**config.mk**
```make
export PLATFORM = sky130hd
export DESIGN_NAME = div_issue_ctrl
export DESIGN_NICKNAME = d
export VERILOG_FILES = /design/src/rtl/div_issue_ctrl.sv
export SDC_FILE = /design/constraint.sdc
export NUM_CORES = 1
export LEC_CHECK = 0
export ABC_CLOCK_PERIOD_IN_PS = 2500
export CORE_AREA = 4 4 121 123
export DETAILED_ROUTE_END_ITERATION = 8
export DIE_AREA = 0 0 125 127
export PLACE_DENSITY_LB_ADDON = 0.25
export SLEW_MARGIN = 30
export SYNTH_ARGS = -nofsm -noshare
export SYNTH_HDL_FRONTEND = slang
export SYNTH_SLANG_ARGS = --single-unit
```
**constraint.sdc**
```tcl
create_clock -name clk_i -period 2.5 [get_ports clk_i]
set_clock_uncertainty 0.05 [all_clocks]
set_input_delay 0.5 -clock clk_i [delete_from_list [all_inputs] [get_ports clk_i]]
set_output_delay 0.5 -clock clk_i [all_outputs]
set_load 0.02 [all_outputs]
```
**src/rtl/div_issue_ctrl.sv**
```systemverilog
// EX-stage issue/stall controller for the RV32M divide ops.
// Resolves div-by-zero and overflow locally, otherwise drives the divider.
module div_issue_ctrl #(
  parameter int unsigned XLEN         = 32,
  parameter int unsigned TIMEOUT      = 64,
  parameter bit          FAST_PATH_EN = 1'b1
) (
  input  logic            clk_i,
  input  logic            rst_ni,
  input  logic            ex_valid_i,
  input  logic            ex_is_div_i,
  input  logic [2:0]      ex_funct3_i,
  input  logic [XLEN-1:0] ex_rs1_i,
  input  logic [XLEN-1:0] ex_rs2_i,
  input  logic            flush_i,
  output logic            div_start_o,
  output logic [XLEN-1:0] div_a_o,
  output logic [XLEN-1:0] div_b_o,
  output logic [1:0]      div_func_o,
  input  logic            div_done_i,
  input  logic [XLEN-1:0] div_result_i,
  output logic            stall_o,
  output logic [XLEN-1:0] result_o,
  output logic            result_valid_o,
  output logic            timeout_o
);

  typedef enum logic [2:0] {
    S_IDLE,
    S_LAUNCH,
    S_WAIT,
    S_RESP,
    S_DRAIN
  } state_e;

  localparam int unsigned TW = (TIMEOUT > 1) ? $clog2(TIMEOUT) : 1;
  localparam logic [TW-1:0] TMAX =
    (TIMEOUT > 0) ? TW'(TIMEOUT - 1) : '0;
  localparam logic [XLEN-1:0] INT_MIN =
    {1'b1, {(XLEN-1){1'b0}}};

  state_e          state_q, state_d;
  logic [XLEN-1:0] a_q, a_d;
  logic [XLEN-1:0] b_q, b_d;
  logic [XLEN-1:0] res_q, res_d;
  logic [1:0]      func_q, func_d;
  logic [TW-1:0]   timer_q, timer_d;

  logic accept;
  logic b_zero;
  logic ovf;
  logic fast;
  logic wd_hit;
  logic unused_f3;

  // funct3[2] is implied by ex_is_div_i
  assign unused_f3 = ex_funct3_i[2];

  assign accept = (state_q == S_IDLE) & ex_valid_i
                & ex_is_div_i & ~flush_i;
  assign b_zero = (ex_rs2_i == '0);
  assign ovf    = ~ex_funct3_i[0] & (ex_rs1_i == INT_MIN)
                & (&ex_rs2_i);
  assign fast   = FAST_PATH_EN & (b_zero | ovf);
  assign wd_hit = (TIMEOUT != 0) & (timer_q == TMAX);

  always_comb begin
    state_d        = state_q;
    a_d            = a_q;
    b_d            = b_q;
    func_d         = func_q;
    res_d          = res_q;
    timer_d        = '0;
    div_start_o    = 1'b0;
    stall_o        = 1'b0;
    result_valid_o = 1'b0;
    timeout_o      = 1'b0;
    unique case (state_q)
      S_IDLE: begin
        if (accept) begin
          stall_o = 1'b1;
          a_d     = ex_rs1_i;
          b_d     = ex_rs2_i;
          func_d  = ex_funct3_i[1:0];
          if (fast) begin
            state_d = S_RESP;
            if (b_zero)
              res_d = ex_funct3_i[1] ? ex_rs1_i : '1;
            else
              res_d = ex_funct3_i[1] ? '0 : INT_MIN;
          end else begin
            state_d = S_LAUNCH;
          end
        end
      end
      S_LAUNCH: begin
        stall_o     = 1'b1;
        div_start_o = 1'b1;
        state_d     = flush_i ? S_DRAIN : S_WAIT;
      end
      S_WAIT: begin
        stall_o = 1'b1;
        timer_d = timer_q + 1'b1;
        if (div_done_i) begin
          res_d   = div_result_i;
          state_d = S_RESP;
        end else if (flush_i) begin
          state_d = S_DRAIN;
        end else if (wd_hit) begin
          timeout_o = 1'b1;
          res_d     = '1;
          state_d   = S_RESP;
        end
      end
      S_RESP: begin
        result_valid_o = ~flush_i;
        state_d        = S_IDLE;
      end
      S_DRAIN: begin
        // hold off a new divide until the old result is gone
        stall_o = ex_valid_i & ex_is_div_i;
        timer_d = timer_q + 1'b1;
        if (div_done_i | wd_hit)
          state_d = S_IDLE;
      end
      default: state_d = S_IDLE;
    endcase
  end

  always_ff @(posedge clk_i or negedge rst_ni) begin
    if (!rst_ni) begin
      state_q <= S_IDLE;
      a_q     <= '0;
      b_q     <= '0;
      func_q  <= '0;
      res_q   <= '0;
      timer_q <= '0;
    end else begin
      state_q <= state_d;
      a_q     <= a_d;
      b_q     <= b_d;
      func_q  <= func_d;
      res_q   <= res_d;
      timer_q <= timer_d;
    end
  end

  assign div_a_o    = a_q;
  assign div_b_o    = b_q;
  assign div_func_o = func_q;
  assign result_o   = res_q;

endmodule

```
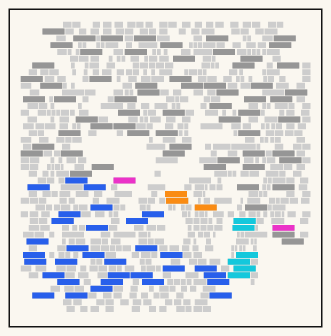
(where the registers sit)
Other sequential cells in the stronger gray, the rest of the logic in the fainter gray.
orange -> state_q  # placed flops 3
magenta -> div_func_o  # placed flops 2
cyan -> timer_q  # placed flops 6, where south-east
blue -> div_b_o  # placed flops 32

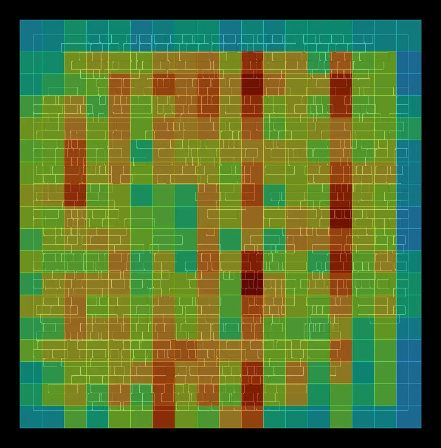
(congestion heat map)
DR WL/cell: 18.6 um
met1 Resource Use GR: 24.6%
met3 usage: 6.23%
Layout Utilization: 59.7%

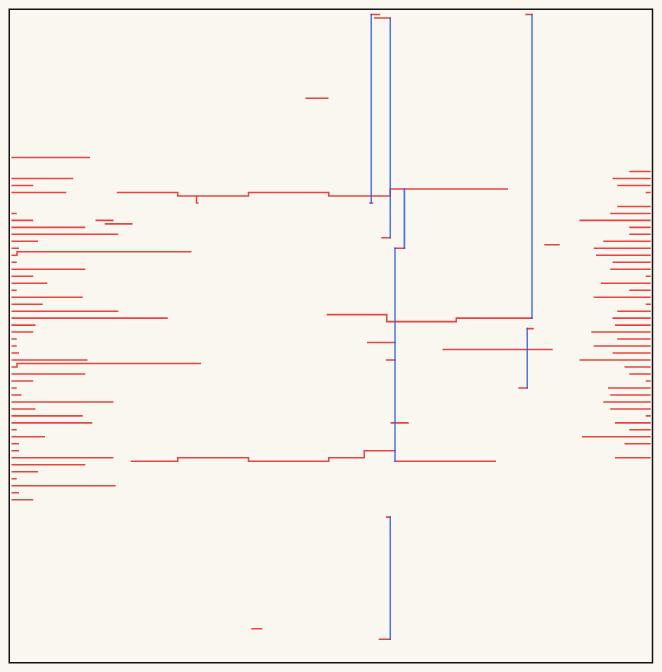
(wiring by layer)
Only two layers are drawn.
blue -> metal 4  # wire length 227 um
red -> metal 3  # wire length 957 um

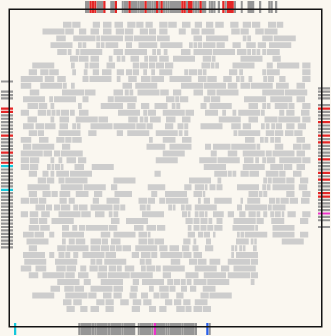
(pin map)
Pins as bars across the die edge, other pins in gray.
magenta -> div_func_o  # pins 2, direction output, edge 1 south, 1 east
cyan -> ex_funct3_i  # pins 3, direction input, edge 2 west, 1 south
blue -> result_valid_o  # pins 1, direction output, edge south
red -> div_result_i  # pins 32, direction input, edge 18 north, 9 east, 5 west
all pins by edge = 67 north, 54 south, 46 west, 40 east

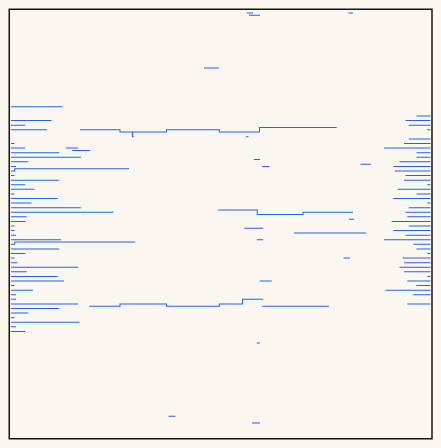
(metal 3)
longest straight run = 35.7 um
nets with wire on the layer = 99

==> results.py <==
# Physical implementation metrics
metrics = {
    "run_status": {
        "status": "finished clean",
    },
    "pwr": {
        "power.density_nw_per_um2": 640,
        "p_sw_mw": 1.58,
        "power_combinational_mw": 1.71,
        "power.group.top": "sequential cells",
        "max-vdd-ir-drop_uv": 468,
    },
    "die": {
        "tapCellCount": 180,
        "std_cell_rows": 43,
        "die_h_um": 127,
        "initCoreUtil_pct": 36.9,
    },
    "critical_path": {
        "path_delay_family": "buffers and inverters",
        "r2r_start": "timer_q[0]$_DFF_PN0_",
        "cp_max_fo": 8,
        "critical_path_arrival_ps": 2640,
        "startpoint_type": "input port",
        "crit_type": "in -> reg",
    },
    "layout": {
        "diodes": 0,
        "clkbuf_count": 9,
        "fill_cells": 1169,
        "comb_area_um2": 2290,
        "syn_to_final_growth_pct": 61.9,
        "seq_cells": 107,
        "final-nonclk-buf-share_pct": 32.9,
        "comb_area_share_pct": 28.1,
    },
    "detailed_routing": {
        "first_pass_iters": 4,
        "met3_wirelength_um": 956,
        "viasPerCell": 5.02,
        "highest_layer": "met4",
        "drc_errors": 0,
    },
    "logic_synthesis": {
        "simple_gate_area_share_pct": 10.3,
        "mux_share_pct": 23.8,
        "aoi_share_pct": 7.97,
        "yosys_cells": 415,
        "synth_top_cell_by_count": "dfrtp_1",
        "ys_top_logic_family": "multiplexers",
    },
    "min_path": {
        "hold_class": "in -> async",
    },
    "global_route": {
        "grt_most_used_layer": "met2",
        "first_global_vias": 4766,
        "antenna_found_initial": 0,
        "globalRouteMet2Util_pct": 35.4,
    },
    "final_timing": {
        "setup-violations-final": 0,
    },
    "placed_design": {
        "gp_congestion": 0.815,
    },
    "clock_tree": {
        "cts_resized": 45,
        "clkSinkCount": 107,
    },
    "run": {
        "maxCapViolations": 0,
    },
}
Power is estimated from default activity; no workload was simulated.
